[src/rtl/nr_div_seq_ctrl.sv]
// Sequential non-restoring unsigned divider: one add/subtract-and-shift step per clock,
// then a remainder correction cycle. Optional abort input enabled by NRDIV_ABORT_EN.
module nr_div_seq_ctrl #(
    parameter int WIDTH = 4
) (
    input  logic             clk,
    input  logic             rst_n,
    input  logic             start,
    input  logic [WIDTH-1:0] X,
    input  logic [WIDTH-1:0] Y,
`ifdef NRDIV_ABORT_EN
    input  logic             abort,
`endif
    output logic             busy,
    output logic             done,
    output logic             dbz,
    output logic [WIDTH-1:0] Q,
    output logic [WIDTH:0]   R
);

    localparam int CW = $clog2(WIDTH + 1);

    typedef enum logic [1:0] {
        IDLE,
        ITER,
        CORR
    } state_t;

    state_t           state, state_nxt;
    logic [WIDTH:0]   a, m, a_shift, a_step;
    logic [WIDTH-1:0] qs;
    logic [CW-1:0]    cnt;
    logic             y_zero;
    logic             abort_hit;

    assign y_zero = (Y == '0);
    assign busy   = (state != IDLE);

`ifdef NRDIV_ABORT_EN
    assign abort_hit = abort && (state != IDLE);
`else
    assign abort_hit = 1'b0;
`endif

    // The sign of the partial remainder before the step picks subtract or add.
    always_comb begin
        a_shift = {a[WIDTH-1:0], qs[WIDTH-1]};
        a_step  = a[WIDTH] ? (a_shift + m) : (a_shift - m);
    end

    // NOTE: every always_comb output gets a default first, so no path can infer a latch.
    always_comb begin
        state_nxt = state;
        case (state)
            IDLE:    if (start && !y_zero) state_nxt = ITER;
            ITER:    if (cnt == CW'(1)) state_nxt = CORR;
            CORR:    state_nxt = IDLE;
            default: state_nxt = IDLE;
        endcase
        if (abort_hit) state_nxt = IDLE;
    end

    // NOTE: sequential state uses non-blocking assignments so all registers update together.
    always_ff @(posedge clk or negedge rst_n) begin
        if (!rst_n) state <= IDLE;
        else        state <= state_nxt;
    end

    always_ff @(posedge clk or negedge rst_n) begin
        if (!rst_n) begin
            a    <= '0;
            qs   <= '0;
            m    <= '0;
            cnt  <= '0;
            Q    <= '0;
            R    <= '0;
            dbz  <= 1'b0;
            done <= 1'b0;
        end else begin
            done <= 1'b0;
            if (abort_hit) begin
                a   <= '0;
                qs  <= '0;
                cnt <= '0;
            end else begin
                case (state)
                    IDLE: begin
                        if (start && !y_zero) begin
                            a   <= '0;
                            qs  <= X;
                            m   <= {1'b0, Y};
                            cnt <= CW'(WIDTH);
                        end else if (start) begin
                            Q    <= '1;
                            R    <= {1'b0, X};
                            dbz  <= 1'b1;
                            done <= 1'b1;
                        end
                    end
                    ITER: begin
                        a   <= a_step;
                        qs  <= {qs[WIDTH-2:0], ~a_step[WIDTH]};
                        cnt <= cnt - CW'(1);
                    end
                    CORR: begin
                        // A negative final partial remainder is restored by adding M back.
                        R    <= a[WIDTH] ? (a + m) : a;
                        Q    <= qs;
                        dbz  <= 1'b0;
                        done <= 1'b1;
                    end
                    default: ;
                endcase
            end
        end
    end

endmodule

[config.mk]
export PLATFORM = sky130hd
export DESIGN_NAME = nr_div_seq_ctrl
export DESIGN_NICKNAME = d
export VERILOG_FILES = /design/src/rtl/nr_div_seq_ctrl.sv
export SDC_FILE = /design/constraint.sdc
export NUM_CORES = 1
export LEC_CHECK = 0
export CAP_MARGIN = 20
export CORE_ASPECT_RATIO = 1.5
export CORE_MARGIN = 1
export CORE_UTILIZATION = 53
export CTS_CLUSTER_DIAMETER = 100
export CTS_CLUSTER_SIZE = 12
export DETAILED_ROUTE_END_ITERATION = 7
export GPL_ROUTABILITY_DRIVEN = 0
export PLACE_DENSITY = 0.79
export SLEW_MARGIN = 25
export SYNTH_ARGS = -nofsm -noshare
export SYNTH_HDL_FRONTEND = slang
export SYNTH_SLANG_ARGS = --single-unit
export TNS_END_PERCENT = 30
[constraint.sdc]
create_clock -name clk -period 5.09 [get_ports clk]
set_input_delay 1.018 -clock clk [delete_from_list [all_inputs] [get_ports clk]]
set_output_delay 1.018 -clock clk [all_outputs]
set_load 0.005 [all_outputs]
==> results.txt, run 1 <==
fresh numbers from the pnr run: post-synthesis mux area share 4.95%, register area 726 um2, launch point of the critical path state[1], flop share of the area 36.3%, Crit Reg-Reg Startpoint m[1], buffer share of cell area 11.4%, Cell Area, Placed 0.00188 mm2, R2R depth 8, top comb family, area simple AND/OR/NAND/NOR gates, Cell Type Count 36, initial drt markers 34, WHS Path Cells 2, Detailed Routing Iterations Pass 1 4, met2 WL 1.96 mm, final setup vio count 0, fmax 400 MHz, Final WS setup 2590 ps, crit path capture busy, Initial Util 55.8%, outcome finished, final reports clean, number of non-clock inverters 9, count of tool warnings 27, clkbuf count 7, async set-reset flop share out of synthesis 100%, Internal 877 uW, wire length on met3 148 um, Largest stage delay, worst path 450 ps, startpoint class of the critical path register, cts repair resizes 0, Pwr top combinational logic, CP max-delay cell clkdlybuf4s50_1, Crit Path Class reg2out, Main area contributors dfrtp_1 (44%), ha_1 (8.4%), nand2_1 (6.4%), Synth Area in XOR/XNOR 3.20%, Logic power comb 728 uW, grt peak-use layer met2, Regs by FF count R (5), a (5), hold path start cnt[1], pre-CTS WS 2330 ps, post-synthesis cell count 169, Max-slew headroom 43.1%, setup TNS 0 ps, GR Util met3 5.94%, TritonCTS Sinks 29, placed cells 225, fin nets 217, met1 GRT Util 26.6%, maxcap violations 0, Post-DRT Antenna Nets 0
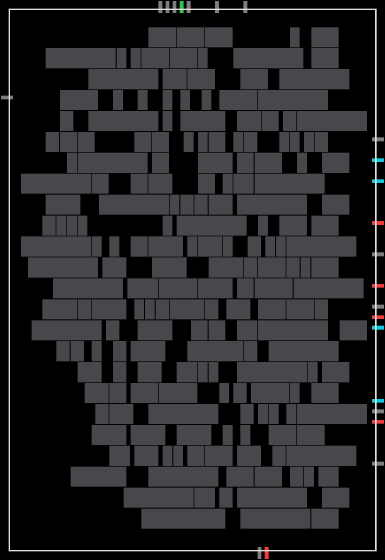
*Pin placement, run 1*
Pins as bars across the die edge, other pins in gray.
| port | color | pins | direction | edge |
|---|---|---|---|---|
| Q | cyan | 4 | output | right |
| busy | green | 1 | output | top |
| R | red | 5 | output | 4 right, 1 bottom |
all pins by edge: 13 right, 7 top, 2 bottom, 1 left
die x size: 47.5 um
Port Buffer Count: 22

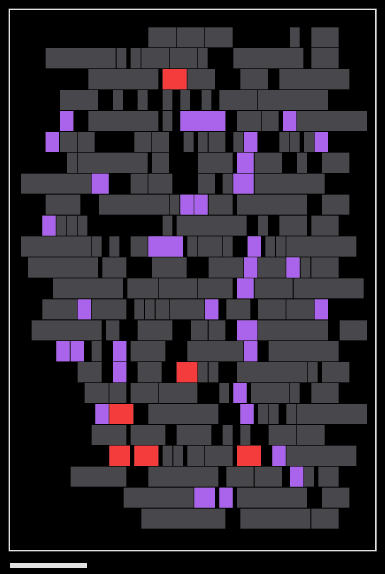
*Selected gate families, run 1*
Bar = 10 um.
| family | color | cells |
|---|---|---|
| AND-OR and OR-AND gates | red | 6 |
| inverting AOI/OAI gates | purple | 33 |
Comb area share: 42.4%
most frequent logic cell in the layout: dfrtp_1
Non-Filler Instances: 233

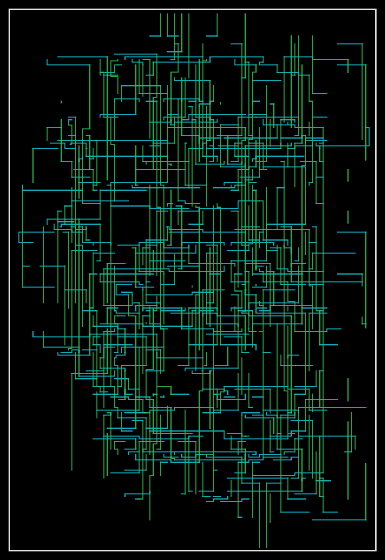
*Metal layers overlaid, run 1*
Two of the layers only.
| layer | color | wire length |
|---|---|---|
| metal 1 | cyan | 1370 um |
| metal 2 | green | 1960 um |

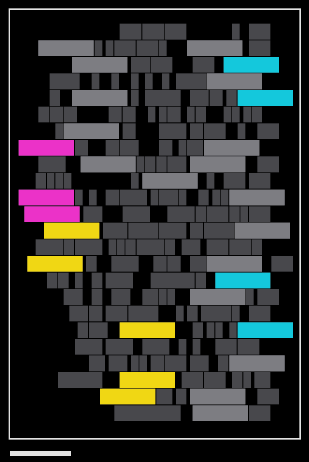
*Sequential cells grouped by signal name, run 1*
Bar = 10 um. Other sequential cells in the stronger gray, the rest of the logic in the fainter gray.
| netlist name | color | flops |
|---|---|---|
| a | yellow | 5 |
| Q | cyan | 4 |
| cnt | magenta | 3 |
not colored: 17

--- run 2 (diff from run 1) ---
Settings changed: CORE_UTILIZATION 53 to 49, PLACE_DENSITY 0.79 to 0.77.
Clock period 5.09 ns to 2.1 ns, I/O delays scaled along.
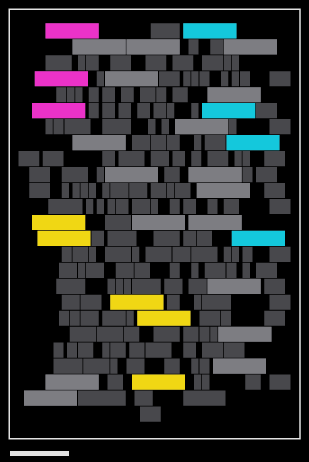
*Sequential cells grouped by signal name, run 2*
Bar = 10 um. Other sequential cells in the stronger gray, the rest of the logic in the fainter gray.
| netlist name | color | flops |
|---|---|---|
| Q | cyan | 4 |
| cnt | magenta | 3 |
| a | yellow | 5 |
not colored: 17
register area: 726 um2
flop share of the area: 34.8%
sequential power: 1.07 mW

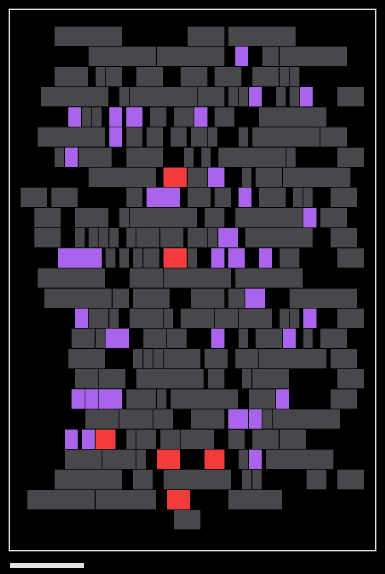
*Selected gate families, run 2*
Bar = 10 um.
| family | color | cells |
|---|---|---|
| inverting AOI/OAI gates | purple | 33 |
| AND-OR and OR-AND gates | red | 6 |

==> run 2 against run 1 <==
  * Worst setup slack got worse by 2500 ps
  * Clock power rose by 91%
  * Hold slack got worse by 12 ps
  * Highest routed layer unchanged
==> results.txt, run 2 <==
fresh numbers from the pnr run: hold path start cnt[1], CP max-delay cell dfrtp_1, Max-slew headroom 53.2%, Synth Area in XOR/XNOR 3.20%, number of non-clock inverters 9, Regs by FF count R (5), a (5), post-synthesis cell count 169, outcome finished, final reports clean, Cell Area, Placed 0.00197 mm2, Crit Path Class reg2reg, cts repair resizes 1, Detailed Routing Iterations Pass 1 4, met1 GRT Util 25.9%, top comb family, area simple AND/OR/NAND/NOR gates, Crit Reg-Reg Startpoint m[1], async set-reset flop share out of synthesis 100%, fmax 489 MHz, final setup vio count 0, grt peak-use layer met2, maxcap violations 0
### Metal layers overlaid, run 2

Two of the layers only.
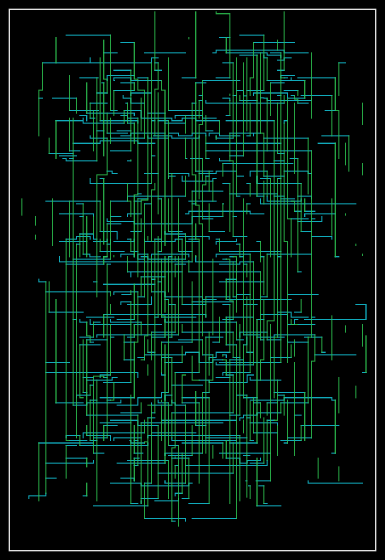

--- run 3 (diff from run 2) ---
Settings changed: ABC_AREA set to 1, HOLD_SLACK_MARGIN set to 0.1, MAX_ROUTING_LAYER set to met4.
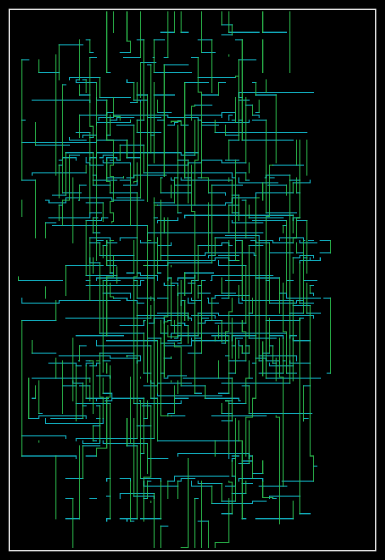
*Metal layers overlaid, run 3*
Two of the layers only.
| layer | color | wire length |
|---|---|---|
| metal 2 | green | 1780 um |
| metal 1 | cyan | 1330 um |
GRT Util Overall: 23.3%
via count: 1368
total wire length: 3.42 mm

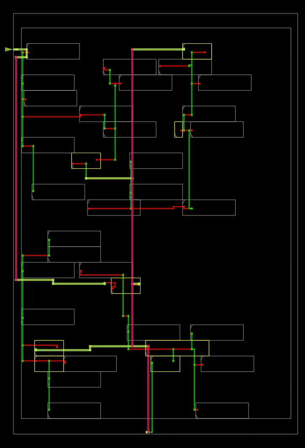
*Clock wiring as the flow saved it, run 3*
clkbuf count: 7
cts bufs inserted: 5

==> run 3 against run 2 <==
  * Sequential power shrank 4%
  * Clock power grew 28%
  * Critical path type unchanged
  * Non-clock buffer count shrank 9
  * Utilization shrank 2.8 points
  * First-iteration DRC count grew 73%
  * Sequential cell count is the same
  * Combinational power shrank 6%
  * Largest power group unchanged
  * Die size grew 0.88%
  * Maximum frequency grew 7.4%
  * Critical endpoint unchanged
==> results.txt, run 3 <==
fresh numbers from the pnr run: outcome finished, final reports clean, async set-reset flop share out of synthesis 100%, Max-slew headroom 75.8%, Regs by FF count R (5), a (5), R2R depth 11, Main area contributors dfrtp_1 (44%), ha_1 (8.3%), nand2_1 (7.0%), Synth Area in XOR/XNOR 1.58%, Crit Reg-Reg Startpoint m[0], pre-CTS WS 143 ps, buffer share of cell area 12.4%, setup TNS 0 ps, Logic power comb 1.97 mW, CP max-delay cell fa_2, maxcap violations 0, placed cells 250, count of tool warnings 27, Crit Path Class reg2reg, flop share of the area 36.0%, fmax 525 MHz, Comb area share 38.9%, Port Buffer Count 22, wire length on met3 136 um, final setup vio count 0, TritonCTS Sinks 29, cts repair resizes 0, grt peak-use layer met2, Largest stage delay, worst path 420 ps
Power and IR drop assume default switching activity.
